===== src/rtl/fp_core_pkg.sv =====
// Shared fp_core definitions: rounding-mode encoding and signed full-scale helpers.
package fp_core_pkg;

    typedef enum logic [1:0] {
        RND_TRUNC      = 2'd0,
        RND_HALF_UP    = 2'd1,
        RND_CONVERGENT = 2'd2,
        RND_RSVD       = 2'd3
    } round_mode_t;

    // Largest / smallest two's-complement value representable in w bits.
    function automatic longint fs_max(input int w);
        return (64'sd1 <<< (w - 1)) - 64'sd1;
    endfunction

    function automatic longint fs_min(input int w);
        return -(64'sd1 <<< (w - 1));
    endfunction

endpackage


===== src/rtl/round_shift_signed.sv =====
// Combinational signed right shift by SHIFT with TRUNC / HALF_UP / CONVERGENT rounding.
module round_shift_signed
    import fp_core_pkg::*;
#(
    parameter int INW   = 32,
    parameter int SHIFT = 8
) (
    input  logic [INW-1:0]   din,
    input  round_mode_t      mode,
    output logic [INW-SHIFT:0] dout
);

    generate
        if (SHIFT == 0) begin : g_pass
            logic unused_mode;
            assign unused_mode = ^mode;
            assign dout = {din[INW-1], din};
        end else begin : g_rnd
            localparam int W = INW - SHIFT + 1;
            localparam logic [SHIFT-1:0] HALF = SHIFT'(1) << (SHIFT - 1);

            logic [W-1:0]     flr;
            logic [SHIFT-1:0] frac;
            logic             bump;

            // Rounding up by one LSB of the result is equivalent to adding half an LSB
            // at full precision; the one-bit headroom in W keeps max-positive from wrapping.
            always_comb begin
                flr  = {din[INW-1], din[INW-1:SHIFT]};
                frac = din[SHIFT-1:0];
                bump = 1'b0;
                case (mode)
                    RND_HALF_UP:    bump = (frac >= HALF);
                    RND_CONVERGENT: bump = (frac > HALF) || ((frac == HALF) && flr[0]);
                    default:        bump = 1'b0;
                endcase
                dout = flr + W'(bump);
            end
        end
    endgenerate

endmodule


===== src/rtl/round_clip_signed_pipe.sv =====
// Multi-lane two-stage word-length reducer: shift+round, then saturate, with clip-event counter.
module round_clip_signed_pipe
    import fp_core_pkg::*;
#(
    parameter int INW   = 32,
    parameter int OUTW  = 16,
    parameter int SHIFT = 8,
    parameter int LANES = 2,
    parameter int CNTW  = 16
) (
    input  logic                    clk,
    input  logic                    rst_n,
    input  logic                    s_valid,
    output logic                    s_ready,
    input  logic [LANES*INW-1:0]    s_data,
    input  logic [1:0]              s_mode,
    output logic                    m_valid,
    input  logic                    m_ready,
    output logic [LANES*OUTW-1:0]   m_data,
    output logic [LANES-1:0]        m_clip,
    output logic [CNTW-1:0]         sat_count,
    input  logic                    sat_clear
);

    localparam int W1 = INW - SHIFT + 1;
    localparam logic signed [W1-1:0] LIM_HI = W1'(fs_max(OUTW));
    localparam logic signed [W1-1:0] LIM_LO = W1'(fs_min(OUTW));
    localparam logic [OUTW-1:0]      OUT_HI = OUTW'(fs_max(OUTW));
    localparam logic [OUTW-1:0]      OUT_LO = OUTW'(fs_min(OUTW));

    generate
        if (SHIFT < 0 || SHIFT > INW - OUTW) begin : g_bad_shift
            $error("round_clip_signed_pipe: SHIFT must be in 0..INW-OUTW");
        end
        if (OUTW < 2) begin : g_bad_outw
            $error("round_clip_signed_pipe: OUTW must be >= 2");
        end
        if (LANES < 1) begin : g_bad_lanes
            $error("round_clip_signed_pipe: LANES must be >= 1");
        end
    endgenerate

    round_mode_t                 mode_in;
    logic [LANES-1:0][W1-1:0]    rnd;

    assign mode_in = round_mode_t'(s_mode);

    generate
        for (genvar i = 0; i < LANES; i++) begin : g_lane
            round_shift_signed #(.INW(INW), .SHIFT(SHIFT)) u_rnd (
                .din  (s_data[i*INW +: INW]),
                .mode (mode_in),
                .dout (rnd[i])
            );
        end
    endgenerate

    logic                      st1_valid_q, st1_valid_d;
    logic [LANES-1:0][W1-1:0]  st1_val_q, st1_val_d;
    logic                      m_valid_q, m_valid_d;
    logic [LANES*OUTW-1:0]     m_data_q, m_data_d;
    logic [LANES-1:0]          m_clip_q, m_clip_d;
    logic [CNTW-1:0]           sat_count_q, sat_count_d;

    logic                      st2_load;
    logic                      out_hs;
    logic [CNTW:0]             clip_inc;
    logic [CNTW:0]             cnt_sum;

    // Handshake: a beat transfers on a port when valid && ready are both high at the
    // rising edge; valid never waits on ready, and payload holds while valid && !ready.
    // Each stage loads when empty or when its current beat leaves this cycle.
    always_comb begin
        st1_valid_d = st1_valid_q;
        st1_val_d   = st1_val_q;
        m_valid_d   = m_valid_q;
        m_data_d    = m_data_q;
        m_clip_d    = m_clip_q;
        sat_count_d = sat_count_q;
        clip_inc    = '0;

        st2_load = !m_valid_q || m_ready;
        s_ready  = !st1_valid_q || st2_load;
        out_hs   = m_valid_q && m_ready;

        if (s_ready) begin
            st1_valid_d = s_valid;
            if (s_valid) begin
                st1_val_d = rnd;
            end
        end

        if (st2_load) begin
            m_valid_d = st1_valid_q;
            if (st1_valid_q) begin
                for (int i = 0; i < LANES; i++) begin
                    if ($signed(st1_val_q[i]) > LIM_HI) begin
                        m_data_d[i*OUTW +: OUTW] = OUT_HI;
                        m_clip_d[i]              = 1'b1;
                    end else if ($signed(st1_val_q[i]) < LIM_LO) begin
                        m_data_d[i*OUTW +: OUTW] = OUT_LO;
                        m_clip_d[i]              = 1'b1;
                    end else begin
                        m_data_d[i*OUTW +: OUTW] = st1_val_q[i][OUTW-1:0];
                        m_clip_d[i]              = 1'b0;
                    end
                end
            end
        end

        for (int i = 0; i < LANES; i++) begin
            clip_inc = clip_inc + (CNTW+1)'(m_clip_q[i]);
        end
        cnt_sum = {1'b0, sat_count_q} + clip_inc;

        // Clear wins over a same-cycle increment; the count pins at all-ones.
        if (sat_clear) begin
            sat_count_d = '0;
        end else if (out_hs) begin
            sat_count_d = cnt_sum[CNTW] ? '1 : cnt_sum[CNTW-1:0];
        end
    end

    always_ff @(posedge clk or negedge rst_n) begin
        if (!rst_n) begin
            st1_valid_q <= 1'b0;
            st1_val_q   <= '0;
            m_valid_q   <= 1'b0;
            m_data_q    <= '0;
            m_clip_q    <= '0;
            sat_count_q <= '0;
        end else begin
            st1_valid_q <= st1_valid_d;
            st1_val_q   <= st1_val_d;
            m_valid_q   <= m_valid_d;
            m_data_q    <= m_data_d;
            m_clip_q    <= m_clip_d;
            sat_count_q <= sat_count_d;
        end
    end

    assign m_valid   = m_valid_q;
    assign m_data    = m_data_q;
    assign m_clip    = m_clip_q;
    assign sat_count = sat_count_q;

endmodule

===== config.mk =====
export PLATFORM = sky130hd
export DESIGN_NAME = round_clip_signed_pipe
export DESIGN_NICKNAME = d
export VERILOG_FILES = /design/src/rtl/fp_core_pkg.sv /design/src/rtl/round_shift_signed.sv /design/src/rtl/round_clip_signed_pipe.sv
export SDC_FILE = /design/constraint.sdc
export NUM_CORES = 1
export LEC_CHECK = 0
export ABC_AREA = 1
export CORE_MARGIN = 1
export CORE_UTILIZATION = 30
export DETAILED_ROUTE_END_ITERATION = 10
export GPL_TIMING_DRIVEN = 0
export SYNTH_ARGS = -nofsm -noshare
export SYNTH_HDL_FRONTEND = slang
export SYNTH_HIERARCHICAL = 1
export SYNTH_SLANG_ARGS = --single-unit

===== constraint.sdc =====
create_clock -name clk -period 1.9 [get_ports clk]
set_clock_uncertainty 0.05 [all_clocks]
set_input_delay 0.19 -clock clk [delete_from_list [all_inputs] [get_ports clk]]
set_output_delay 0.19 -clock clk [all_outputs]
set_load 0.02 [all_outputs]

run_1/wires.png
Scale: 2 px per um. Two of the layers only.
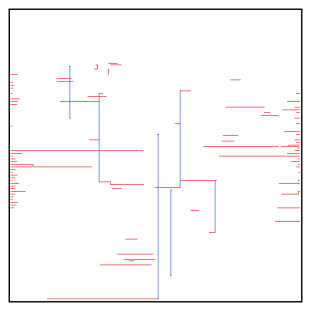
- red: metal 3 (wire length 689 um)
- blue: metal 4 (wire length 269 um)
wire per inst: 12.73 um
Via Count: 5,682

run_1/metal_density.png
Scale: 2 px per um. 29 x 29 tiles, from dark blue (low) to red (high), scaled to the fullest tile. Values are wire area over tile area, all layers added.
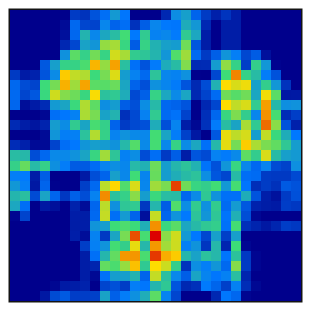
- tiles over half the peak: 15%
- nearly empty tiles: 23%
- fullest tile: 0.47
- emptiest ninth of the die: south-west
- densest ninth of the die: south
- mean over tiles: 0.12
GRT Util Overall: 16.07%
Total Routed Length: 16.20 mm

==> impl_metrics.toml, run 1 <==
# yosys + openroad results
[floorplanning]
n_tap_cell = 270
fp_util_pct = 30.52
core-area_sq_um = 20230
die_h_um = 145.5
io_pins = 123
dieArea_sq_um = 21160

[yosys]
syn_avg_cell_area_sq_um = 7.281
ys_chip_area_sq_um = 6175
synth_warnings = 6
synth_stat.cells = 848
ys_sh_xor_pct = 4.539
ys_sh_aoi_pct = 4.336
logic_family = "simple AND/OR/NAND/NOR gates"
synthSimpleGateAreaFrac_pct = 36.11
synth.distinct_cells = 31
synthAdderAreaFrac_pct = 2.148
muxShareOfSynthArea_pct = 4.742
ys_ff = 102
fp_nets = 929
syn_area_sq_um = 6175
ys_seq_share_pct = 41.34

[sta]
hold_viol = 0
rsz0062_at_grt = "true"
fin_tns_setup_ns = 0
finalClockPeriodUsage_pct = 98.74
min_period_ns = 1.876
fmax_mhz = 533.0
finalSetupViolations = 0
tightest_slew_ns = 0.4993
hold_ws_ns = 0.2151

[layout]
finish.instance_area_sq_um = 8378
seq_cell_count = 102
comb_cells = 652
clock_area_share_pct = 3.495
stdcell_count = 1273
nonClkBufAreaFrac_pct = 18.03
synthToLayoutAreaGrowth_pct = 35.68
clock_buffers = 12
combGateArea_sq_um = 3398
final_net_count = 1080
final_core_util_pct = 41.40
seq_area_share_pct = 30.50
regArea_sq_um = 2555
nNonClkInverters = 75

[worst_setup_path]
startpoint_type = "flip-flop"
critPathMaxStageDelay_ns = 0.40
reg2reg_depth = 10
rr_startpoint = "m_clip[0]"
crit_fanout = 8
crit_chain = "inv_2 > fa_2 > inv_2 > ha_4 > nand2_4 > inv_4 > nand3_4 > nor2_4 > o21ai_1 > o21ai_1"
r2r_slack_ns = 0.02
cp_top_family = "adder cells"
cp.arrival_ns = 2.10
cp-endpoint = "sat_count[0]"
crit_buf_inv = 3
critPathKind = "flip-flop to flip-flop"
cp_num_cells = 10

[power]
finalPower_mw = 6.903
power_frac_comb_pct = 32.1
p_int_mw = 4.662
p_seq_share_pct = 41.2
ir_worst_vdd_mv = 0.3647
clkPwrFrac_pct = 26.7
power_switching_mw = 2.241
p_leak_nw = 3.984
switching_share_pct = 32.47

[clock_network]
htreeDepth = 3
tritoncts = "done"
cts_buffers = 9
clk_latency_ns = 0.35
path_clk_slew_ns = 0.07
ctsResizeCount = 36
cts-root-buf = "clkbuf_16"
post_cts_buffers = 10
clkSinkCount = 102

[place]
place.gp.congestion = 0.8599
portBuffers = 122
place_area_sq_um = 7825
preCtsSetupSlack_ns = -0.8614
dp_hpwl_mm = 12.55

[grt]
grt_overflow = 0
grt_pass1_vias = 5480
antenna_found_initial = 0
grt_max_degree = 69

[run]
cap_violations = 0
warnings = 29

[detailed_routing]
firstDrtPassIters = 5
drt_iter0_drc = 325
viasPerCell = 4.463

[run_status]
status = "complete, no violations"

[worst_hold_path]
hp-start = "s_data[8]"
run_1/placement.png
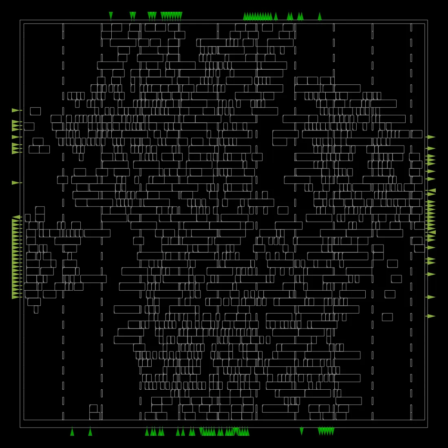
row count: 52
fillers: 2,063

[run 1: sequential cells by signal, indices dropped and copies added (netlist names)]
signal,count
m_clip,2
m_data,32
m_valid,1
sat_count,16
st1_val_q,50
st1_valid_q,1
[run 1: kinds of logic (layout without fill, tap and decap cells)]
family / after synthesis / in the layout
AND/OR/NAND/NOR: 536 / 536
flip-flops: 102 / 102
buffers and inverters: 94 / 249
AND-OR/OR-AND: 48 / 48
XOR/XNOR: 32 / 32
multiplexers: 26 / 26
adder cells (fa/ha/maj): 10 / 10
[run 1: layer usage]
layer / routed length, um / global-route usage, % / up-vias
met4: 269 / 5.474 / 0
met1: 7569 / 21.49 / 2605
li1: - / - / 2943
met5: 0 / 0 / -
met3: 689 / 2.633 / 15
met2: 7676 / 26.37 / 119
[run 1: worst register-to-register path, stage by stage (launching register included)]
cell	delay [ns]
dfrtp_2	0.40
inv_2	0.05
fa_2	0.39
inv_2	0.10
ha_4	0.15
nand2_4	0.07
inv_4	0.08
nand3_4	0.10
nor2_4	0.23
o21ai_1	0.11
o21ai_1	0.08
[run 1: cells in the mapped netlist (all sizes together)]
cell	instances	share of area [%]
and2	2	0.20
mux2	26	4.7
xnor2	11	1.6
a21oi	30	2.6
o211ai	2	0.24
nand2	341	21
clkinv	1	0.061
nand3	38	3.4
buf	19	2.2
nand3b	4	0.49
o21ai	16	1.5
dfrtp	102	41
nor3	6	0.57
nor2	134	9.1
fa	1	0.32
ha	9	1.8
nand4	11	1.1
xor2	21	3.0
inv	74	4.5
[run 1: power groups by stage]
stage	combinational [mW]	clock, mW	sequential (mW)
after floorplan	0.854	0	3.13
after global placement	2.11	0	2.88
after detailed placement	2.15	0	2.89
after CTS	2.21	1.91	2.85
after global routing	2.44	1.99	2.90
final	2.21	1.84	2.84
--- run 2 (diff from run 1) ---
--- a/config.mk
+++ b/config.mk
@@ -9,7 +9,7 @@
 export CORE_MARGIN = 1
 export CORE_UTILIZATION = 30
 export DETAILED_ROUTE_END_ITERATION = 10
-export GPL_TIMING_DRIVEN = 0
+export GPL_TIMING_DRIVEN = 1
 export SYNTH_ARGS = -nofsm -noshare
 export SYNTH_HDL_FRONTEND = slang
 export SYNTH_HIERARCHICAL = 1
==> run 2 against run 1 <==
  * Final cell count up 2.7%
  * Count of clock-buffer cells in the layout is the same
  * Sequential cell count did not move
  * Register-to-register slack improved by 0.04 ns
  * Wire length grew 2.0%
  * Global-route usage up 0.058 points
  * Design area rose by 3.1%
  * Non-clock buffer count grew 33
==> impl_metrics.toml, run 2 <==
# yosys + openroad results
[clock_network]
clkSinkCount = 102
path_clk_slew_ns = 0.07
clk_latency_ns = 0.35
cts-root-buf = "clkbuf_16"
htreeDepth = 3
tritoncts = "done"
cts_max_path_buffers = 2
cts_buffers = 9

[layout]
stdcell_count = 1307
layout_top_cells = "nand2_1, nor2_1, clkdlybuf4s50_1"
antenna_cells = 0
finish.instance_area_sq_um = 8635
layout_top_cell = "nand2_1"
final_core_util_pct = 42.67
largest_reg_flops = 50
top_register = "st1_val_q"
drive_gt1_share_pct = 16.68
final_net_count = 1113
synthToLayoutAreaGrowth_pct = 39.84

[grt]
grt_pass1_vias = 5565
grt_max_degree = 41
grt_overflow = 0
grt_pass1_wl_mm = 27.54
antenna_found_initial = 1

[yosys]
synthAdderAreaFrac_pct = 2.148
synth_async_sr_flop_share_pct = 100.0
fp_nets = 929
syn_avg_cell_area_sq_um = 7.281
synthFlopType = "dfrtp_1"
ys_sh_xor_pct = 4.539
synth_cells = 848
synthSimpleGateAreaFrac_pct = 36.11
top_cell = "nand2_1"
ys_chip_area_sq_um = 6175
synth.distinct_cells = 31
synth_warnings = 6
top_area_share_pct = 41.34
ys_ff = 102
synthTopCellsByArea = "dfrtp_1, nand2_1, nor2_1, mux2_2, inv_1"
muxShareOfSynthArea_pct = 4.742
logic_family = "simple AND/OR/NAND/NOR gates"
edf_count = 0
ys_top_cells_by_count = "nand2_1, nor2_1, dfrtp_1"
ys_seq_share_pct = 41.34
syn_area_sq_um = 6175
ys_sh_aoi_pct = 4.336
yosys.area.top_type = "dfrtp_1"
synth_stat.cells = 848

[worst_setup_path]
crit_required_ns = 2.13
slowest_stage = "fa_2"
critPathMaxStageDelay_ns = 0.40
rr_startpoint = "sat_count[0]"
critical_path.most_common_cell = "inv_2"
reg2reg_depth = 11
rr_endpoint = "sat_count[0]"
crit_chain = "inv_2 > fa_2 > inv_2 > ha_4 > nand2_4 > inv_4 > nand3_4 > nor2_4 > buf_12 > o21ai_2 > o21ai_1"
cp_top_family = "adder cells"
cp.arrival_ns = 2.06
cp-end-kind = "flip-flop"
r2r_slack_ns = 0.07
crit_buf_inv = 4
cp-endpoint = "sat_count[0]"
critPathKind = "flip-flop to flip-flop"
startpoint_type = "flip-flop"
crit_start = "sat_count[0]"
crit_fanout = 8
cp_num_cells = 11

[floorplanning]
die_h_um = 145.5
fp_util_pct = 30.52
dieArea_sq_um = 21160
core.rowCount = 52
io_pins = 123
die-width_um = 145.5
core-area_sq_um = 20230

[power]
comb-power_mw = 2.26
power.density_nw_per_um2 = 797.5
power_switching_mw = 2.316
seq-power_mw = 2.84
p_leak_nw = 4.136
p_int_mw = 4.570
power_frac_comb_pct = 32.9
switching_share_pct = 33.63
ir_worst_vdd_mv = 0.3857
p_seq_share_pct = 41.3
p_clk_mw = 1.78
clkPwrFrac_pct = 25.9
finalPower_mw = 6.886
maxPowerGroup = "sequential cells"

[place]
placed_cells = 1286
dp_hpwl_mm = 12.64
place.gp.congestion = 0.8613
place_area_sq_um = 8185
preCtsSetupSlack_ns = -0.7447
portBuffers = 122

[sta]
fmax_mhz = 545.7
finalClockPeriodUsage_pct = 96.44
rsz0062_at_grt = "true"
fin_tns_setup_ns = 0
slew-limit-headroom_pct = 64.60
finalSetupViolations = 0
min_period_ns = 1.832
finalMaxSlewViolations = 0
tightest_slew_ns = 0.5310
hold_ws_ns = 0.2987
hold_viol = 0
setup_slack_ns = 0.06763

[run]
cap_violations = 0
warnings = 29

[run_status]
status = "complete, no violations"

[detailed_routing]
drt_iter0_drc = 290
ant_nets = 0
firstDrtPassIters = 5
viasPerCell = 4.465
drc = 0

[worst_hold_path]
hp-class = "input port to asynchronous set/reset pin"
## run 2: netlist changes by cell type in the layout (fill, tap and decap cells not counted), moves of 2 or more
| cell | delta |
|---|---|
| buf_4 | +41 |
| buf_2 | -8 |
| nor2_2 | +6 |
| nor2_4 | -5 |
| buf_12 | +4 |
| buf_6 | -4 |
| o21ai_2 | +4 |
| o21ai_1 | -3 |
| inv_6 | +2 |
| nand3_2 | -2 |
## run 2: final cells by class
type	count	area (sq um)
multi-input combinational	652	3385
sequential	102	2555
clock buffer	12	246.5
tap	270	337.8
timing repair buffer	192	1797
clock inverter	4	30.03
fill	2051	11600
inverter	75	284.0
## run 2: what timing repair did
action,CTS,global route
hold endpoints to repair,35,0
hold buffers,1,0
gates resized,18,36
endpoints found under the setup margin,45,49
pin swaps,13,17
setup buffers,1,3
## run 2: worst reg2reg max path: stages (launching register included)
cell and delay (ns):
dfrtp_1 0.36, inv_2 0.05, fa_2 0.40, inv_2 0.09, ha_4 0.14, nand2_4 0.07, inv_4 0.09, nand3_4 0.10
nor2_4 0.15, buf_12 0.14, o21ai_2 0.06, o21ai_1 0.07
## run 2: how the worst min path moves through the flow
stage	start	end	slack (ns)	cells past startpoint
floorplan	rst_n	m_clip[0]	-0.16	0
global placement	rst_n	st1_val_q[46]	0.16	1
detailed placement	rst_n	st1_val_q[26]	0.16	1
CTS	rst_n	st1_val_q[26]	0.32	2
global route	s_data[40]	st1_val_q[25]	0.34	5
finish	rst_n	st1_val_q[26]	0.30	2
## run 2: routing by layer
layer | up-vias | global-route usage (%) | routed length [um]
li1 | 3006 | - | -
met1 | 2695 | 21.92 | 8091
met2 | 119 | 26.20 | 7614
met3 | 14 | 2.508 | 591
met4 | 2 | 5.316 | 216
met5 | - | 0 | 12
run_2/wires.png
Scale: 2 px per um. Two of the layers only.
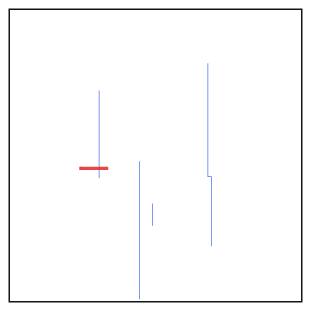
- red: metal 5 (wire length 12.9 um)
- blue: metal 4 (wire length 217 um)
wire per inst: 12.64 um
Total Routed Length: 16.53 mm
Via Count: 5,836
GRT Util Overall: 16.13%

Power is estimated from default activity; no workload was simulated.
